==> src/rtl/debounce_bank.sv <==
// Multi-channel switch debouncer: 2-flop sync, per-channel stability counter, level plus rise/fall strobes.
// Optional long-press detector per channel compiled in with `define DEBOUNCE_HOLD_EN.
module debounce_bank #(
    parameter int NUM_CH         = 4,
    parameter int DEBOUNCE_COUNT = 250000,
    parameter int HOLD_COUNT     = 25000000
) (
    input  logic              i_Clk,
    input  logic              i_Rst_L,
    input  logic [NUM_CH-1:0] i_Switch,
    output logic [NUM_CH-1:0] o_Switch,
    output logic [NUM_CH-1:0] o_Rise,
    output logic [NUM_CH-1:0] o_Fall,
    output logic [NUM_CH-1:0] o_Hold
);

    localparam int CNT_W = $clog2(DEBOUNCE_COUNT + 1);
    localparam logic [CNT_W-1:0] CNT_LAST = CNT_W'(DEBOUNCE_COUNT - 1);

`ifdef DEBOUNCE_HOLD_EN
    localparam int HOLD_W = $clog2(HOLD_COUNT + 1);
    localparam logic [HOLD_W-1:0] HOLD_MAX = HOLD_W'(HOLD_COUNT);
    localparam logic [HOLD_W-1:0] HOLD_PRE = HOLD_W'(HOLD_COUNT - 1);
`endif

    if (NUM_CH < 1 || DEBOUNCE_COUNT < 1 || HOLD_COUNT < 1) begin : g_bad_params
        $error("debounce_bank: NUM_CH, DEBOUNCE_COUNT and HOLD_COUNT must all be >= 1");
    end

    logic [NUM_CH-1:0] sync1;
    logic [NUM_CH-1:0] sync2;

    always_ff @(posedge i_Clk or negedge i_Rst_L) begin
        if (!i_Rst_L) begin
            sync1 <= '0;
            sync2 <= '0;
        end else begin
            sync1 <= i_Switch;
            sync2 <= sync1;
        end
    end

    for (genvar ch = 0; ch < NUM_CH; ch++) begin : g_ch
        logic [CNT_W-1:0] cnt;
        logic             state;
        logic             rise;
        logic             fall;
        logic             accept;

        // The new level is taken on the edge where it has been seen DEBOUNCE_COUNT times in a row.
        assign accept = (sync2[ch] != state) && (cnt == CNT_LAST);

        always_ff @(posedge i_Clk or negedge i_Rst_L) begin
            if (!i_Rst_L) begin
                cnt   <= '0;
                state <= 1'b0;
                rise  <= 1'b0;
                fall  <= 1'b0;
            end else begin
                rise <= 1'b0;
                fall <= 1'b0;
                if (sync2[ch] == state) begin
                    cnt <= '0;
                end else if (accept) begin
                    cnt   <= '0;
                    state <= sync2[ch];
                    rise  <= sync2[ch];
                    fall  <= ~sync2[ch];
                end else begin
                    cnt <= cnt + 1'b1;
                end
            end
        end

        assign o_Switch[ch] = state;
        assign o_Rise[ch]   = rise;
        assign o_Fall[ch]   = fall;

`ifdef DEBOUNCE_HOLD_EN
        logic [HOLD_W-1:0] hold_cnt;
        logic              hold;

        // Counter sits at 0 through the o_Rise cycle and saturates, so each press gives one pulse.
        always_ff @(posedge i_Clk or negedge i_Rst_L) begin
            if (!i_Rst_L) begin
                hold_cnt <= '0;
                hold     <= 1'b0;
            end else begin
                hold <= 1'b0;
                if (!state || accept) begin
                    hold_cnt <= '0;
                end else if (hold_cnt != HOLD_MAX) begin
                    hold_cnt <= hold_cnt + 1'b1;
                    if (hold_cnt == HOLD_PRE) begin
                        hold <= 1'b1;
                    end
                end
            end
        end

        assign o_Hold[ch] = hold;
`else
        assign o_Hold[ch] = 1'b0;
`endif
    end

endmodule

==> config.mk <==
export PLATFORM = sky130hd
export DESIGN_NAME = debounce_bank
export DESIGN_NICKNAME = d
export VERILOG_FILES = /design/src/rtl/debounce_bank.sv
export SDC_FILE = /design/constraint.sdc
export NUM_CORES = 1
export LEC_CHECK = 0
export ABC_AREA = 1
export CAP_MARGIN = 5
export CORE_MARGIN = 8
export CORE_UTILIZATION = 55
export DETAILED_ROUTE_END_ITERATION = 16
export MAX_ROUTING_LAYER = met4
export PLACE_DENSITY = 0.83
export SYNTH_ARGS = -nofsm -noshare
export SYNTH_HDL_FRONTEND = slang
export SYNTH_SLANG_ARGS = --single-unit
==> constraint.sdc <==
create_clock -name i_Clk -period 3.49 [get_ports i_Clk]
set_input_delay 0.349 -clock i_Clk [delete_from_list [all_inputs] [get_ports i_Clk]]
set_output_delay 0.349 -clock i_Clk [all_outputs]
set_load 0.01 [all_outputs]
### Wires at chosen ports, followed through buffers, run 1

(2 px per µm)
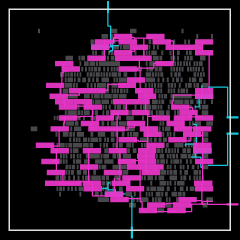
Key: `o_Switch` = cyan [bits 4, direction output, end cells 4, wire 185 µm]; `i_Rst_L` = magenta [bits 1, direction input, end cells 92, wire 673 µm]

### Clock network drawn from the DEF, run 1

(3 px per µm)
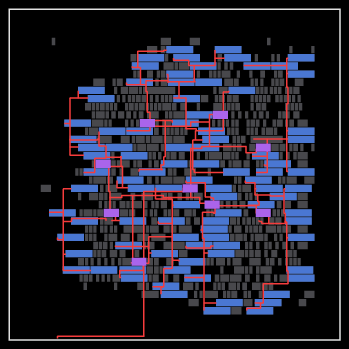
Key: clock wires = red [length 1,030 µm]; flip-flops = blue [count 92]; clock drivers = purple [count 9]
Position of the flops: all over the die.
worst setup skew after layout: 10.1 ps
Power Clock: 797 µW
clock latency at the later pin of the worst-skew pair: 350 ps
Clk network pwr share: 40.5%

==> COMMIT_EDITMSG, run 1 <==
Refresh implementation metrics

- By startpoint and endpoint, the worst setup path is classified as flip-flop to output port.
- The final timing report counts setup violations totalling 0.
- Number of buffers added on ports: 17
- Cells with a size suffix above 1 make up 13.8% of the layout.
- The final max-slew violation count recorded for this run is 0.
- Flip-flop count of the largest register after layout: 72
- Per STA, the worst path is made up of clkdlybuf4s50_1.
- Outcome: finished clean
* Final weighted congestion in routability-driven placement: 0.899
* Number of fill cells: 701
- Net count reported at finish: 601
- The synth_stat.txt file lists the number of cells as 573.
- By instance count, the leading cell after synthesis is nor2_1.
* Count of placed standard cells including taps: 687
* Post-CTS setup-driven buffer insertion count: 0
- Entering global routing, the biggest net connects 43 pins.
- Die area: 0.0120 mm²
- Critical path arrival: 1350 ps
* Resize count post-CTS: 0
- Final core area utilization: 61.2%
- For the pin with the worst max-slew slack, the measured transition is 529 ps.
- Summing all non-filler instances in the final layout gives an area of 0.00528 mm².
- Setup repair after global routing left no endpoint under its margin.
* Floorplan die width: 110 µm
### Metal 3, run 1

(4 px per µm) Cells faint in the background.
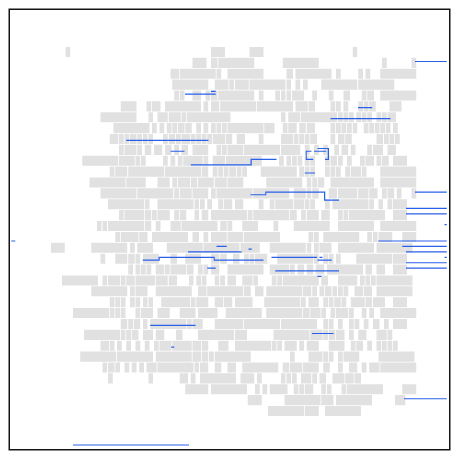
The longest straight run is 28.7 µm. 32 nets have wire on it. The wires run mostly horizontal. The layer carries 341 µm of wire. The layer holds 3.7% of the routed length.

### Cell density map, run 1

(3 px per µm) 11 x 11 tiles, from dark blue (low) to red (high), 0 to 100% covered.
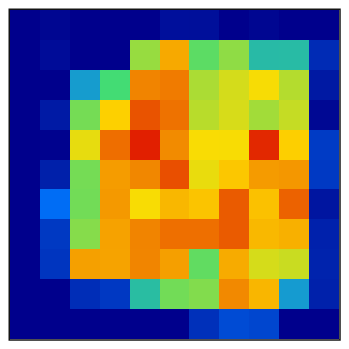
The emptiest ninth of the die: upper left. The mean over all tiles is 43%. 26% of the tiles are nearly empty. 31% of the tiles are over 75% full.

run 1: area by class of cell:
type / instances / area share [%]
inverters: 58 / 4.12
multi-input cells: 410 / 41.8
well taps: 108 / 2.56
flip-flops and latches: 92 / 43.6
clock inverters: 3 / 1.30
repair buffers: 20 / 3.65
clock buffers: 13 / 3.01
run 1: power groups by stage:
stage          Clock, µW  Combinational (µW)  Sequential, µW
6_report             797                75.9            1090
5_1_grt              853                89.1            1090
4_1_cts              816                77.7            1090
3_5_place_dp           0                76.7            1110
3_3_place_gp           0                73.7            1110
2_1_floorplan          0                41.5            1110
run 1: metal layers:
layer | up-vias | wire [µm]
met5 | - | 0
met3 | 9 | 340
met1 | 1796 | 4020
met2 | 61 | 4710
li1 | 1815 | -
met4 | 0 | 91
run 1: cells by family (layout without fill, tap and decap cells):
kind of cell | count (synthesis) | in the layout | share of synthesized area (%)
AND-OR/OR-AND | 26 | 26 | 3.42
other | 1 | 4 | 0.0775
flip-flops | 92 | 92 | 47.6
buffers and inverters | 74 | 94 | 6.99
AND/OR/NAND/NOR | 343 | 343 | 34.9
adder cells (fa/ha/maj) | 4 | 4 | 1.03
XOR/XNOR | 33 | 33 | 5.98
run 1: final timing paths:
| check | cells after the start | end | from | slack (ps) |
|---|---|---|---|---|
| max in group asynchronous | 3 | g_ch[1].cnt[15] | i_Rst_L | 2230 |
| min in group asynchronous | 2 | g_ch[1].cnt[5] | i_Rst_L | 520 |
| max reg2reg | 8 | g_ch[2].cnt[14] | g_ch[2].cnt[0] | 1990 |
| min | 0 | sync2[0] | sync1[0] | 350 |
| max | 1 | o_Switch[1] | g_ch[1].state | 1790 |
| min reg2reg | 0 | sync2[0] | sync1[0] | 350 |
==> run 2, diff against run 1 <==
Settings changed: PLACE_DENSITY 0.83 to 0.85.
Clock period 3.49 ns to 1.45 ns, I/O delays scaled along.
==> COMMIT_EDITMSG, run 2 <==
Refresh implementation metrics

* Floorplan die width: 110 µm (unchanged)
* Power Clock: 1680 µW (+110%)
* Power in sequential cells: 2640 µW (+140%)
- Number of sinks on the clock net: 92
- The final setup skew is 13.7 ps (+3.62 ps).
* Clock tree from TritonCTS: built
- Clock latency at the later pin of the worst-skew pair: 370 ps (+20 ps)
* Worst setup path class: flip-flop to output port
- Remaining Overflow, GRT: 0
- The clock H-tree reported by CTS has 3 levels.
- The yosys cell count is 573 (unchanged).
- Count leader, synth: nor2_1
- Share of cells above drive strength 1: 18.0% (+4.3 points)
- Gate count of the mapped netlist: 573
- The run finished with clean final reports.
* Yosys simple share: 34.9% (unchanged)
- Final weighted congestion in routability-driven placement: 0.900 (+0.12%)
- The largest net degree at the start of global routing is 93 (+120%).
* Die area: 0.0120 mm² (unchanged)
- Final setup violation count: 0 (unchanged)
- The placed instance count was 693 (+0.87%).
- The largest part of the power goes to sequential cells.
- Post-synthesis xor/xnor area fraction: 5.98% (unchanged)
- Looking at the clock tree report, the root buffer type is clkbuf_8.
* Critical path arrival: 1250 ps (-100 ps)
- The complex-gate fraction of the synthesized area was 3.42% (unchanged).
- Cell-by-cell trace of the critical path: clkdlybuf4s50_1
- Net count reported at finish: 615 (+2.3%)
- The final design instance area without fill is 0.00544 mm² (+3.1%).
- Clk network pwr share: 37.0% (-3.5 points)
- The total combinational power was 220 µW (+190%).
- The final core utilization was 63.0% (+1.9 points).
==> run 2: cell counts after synthesis <==
No cell type changed its count.
==> run 2: final timing paths <==
path / slack, ps / cells after the start / end / from
min in group asynchronous: 340 / 3 / g_ch[0].cnt[11] / i_Rst_L
min reg2reg: 350 / 0 / sync2[1] / sync1[1]
min: 210 / 1 / sync1[2] / i_Switch[2]
max reg2reg: 60 / 8 / g_ch[2].cnt[14] / g_ch[2].cnt[0]
max: 50 / 1 / o_Fall[0] / g_ch[0].fall
max in group asynchronous: 720 / 3 / g_ch[3].cnt[8] / i_Rst_L
==> run 2: cells by family after synthesis <==
group	count (synthesis)
DFF	92
xor gates and xnor gates	33
adders and majority gates	4
AOI/OAI and AO/OA	26
other	1
buffers and inverters	74
and+or+nand+nor	343
==> run 2: worst register-to-register path, stage by stage (launching register included) <==
cell and delay, ps:
dfrtp_1 440, ha_4 180, nand3_2 110, inv_2 100, nand2_2 70, nor2_2 150, nand2_1 100, nor2_1 90
nor2_1 60
==> run 2: per-layer routing <==
metal / track usage (%) / part of all wire (%) / vias up
li1: - / - / 1843
met1: 20.0 / 44 / 1785
met2: 26.6 / 49 / 104
met3: 3.52 / 4.6 / 31
met4: 9.74 / 2.7 / 0
met5: - / 0 / -
==> run 2: area by class of cell <==
cell class                 count  area [µm²]  area share, %
multi-input combinational    410        2290           42.1
sequential                    92        2300           42.3
clock buffer                  12         155           2.85
tap                          108         135           2.48
timing repair buffer          34         310           5.70
inverter                      58         218           4.00
clock inverter                 4        32.5          0.598
==> run 2: repair_timing <==
action	in CTS	in global routing
endpoints found under the setup margin	5	42
hold buffers	1	0
gates resized	5	21
pin swaps	0	11
hold endpoints to repair	92	0
buffers inserted	0	8
### Met4 routing, run 2

(3 px per µm) Supply wires on this layer in grey.
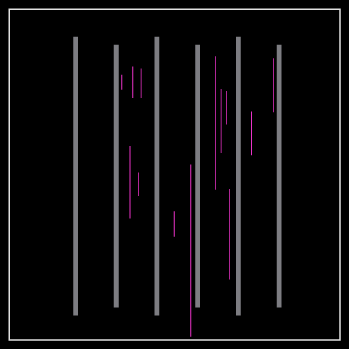
11 nets have wire on it. The longest straight run is 57.1 µm. The layer carries 259 µm of wire.

### Cell density map, run 2

(3 px per µm) 11 x 11 tiles, from dark blue (low) to red (high), 0 to 100% covered.
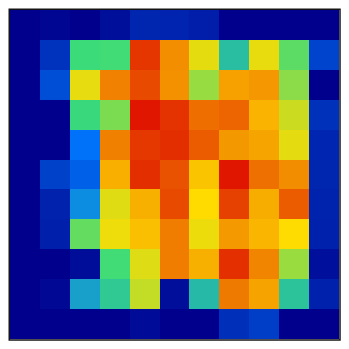
The densest ninth of the die: centre. The fullest tile reaches 98%. The emptiest ninth of the die: lower left. 24% of the tiles are nearly empty. The mean over all tiles is 44%. 34% of the tiles are over 75% full.

Power figures rest on the tool's default switching activity, not on a simulated workload.
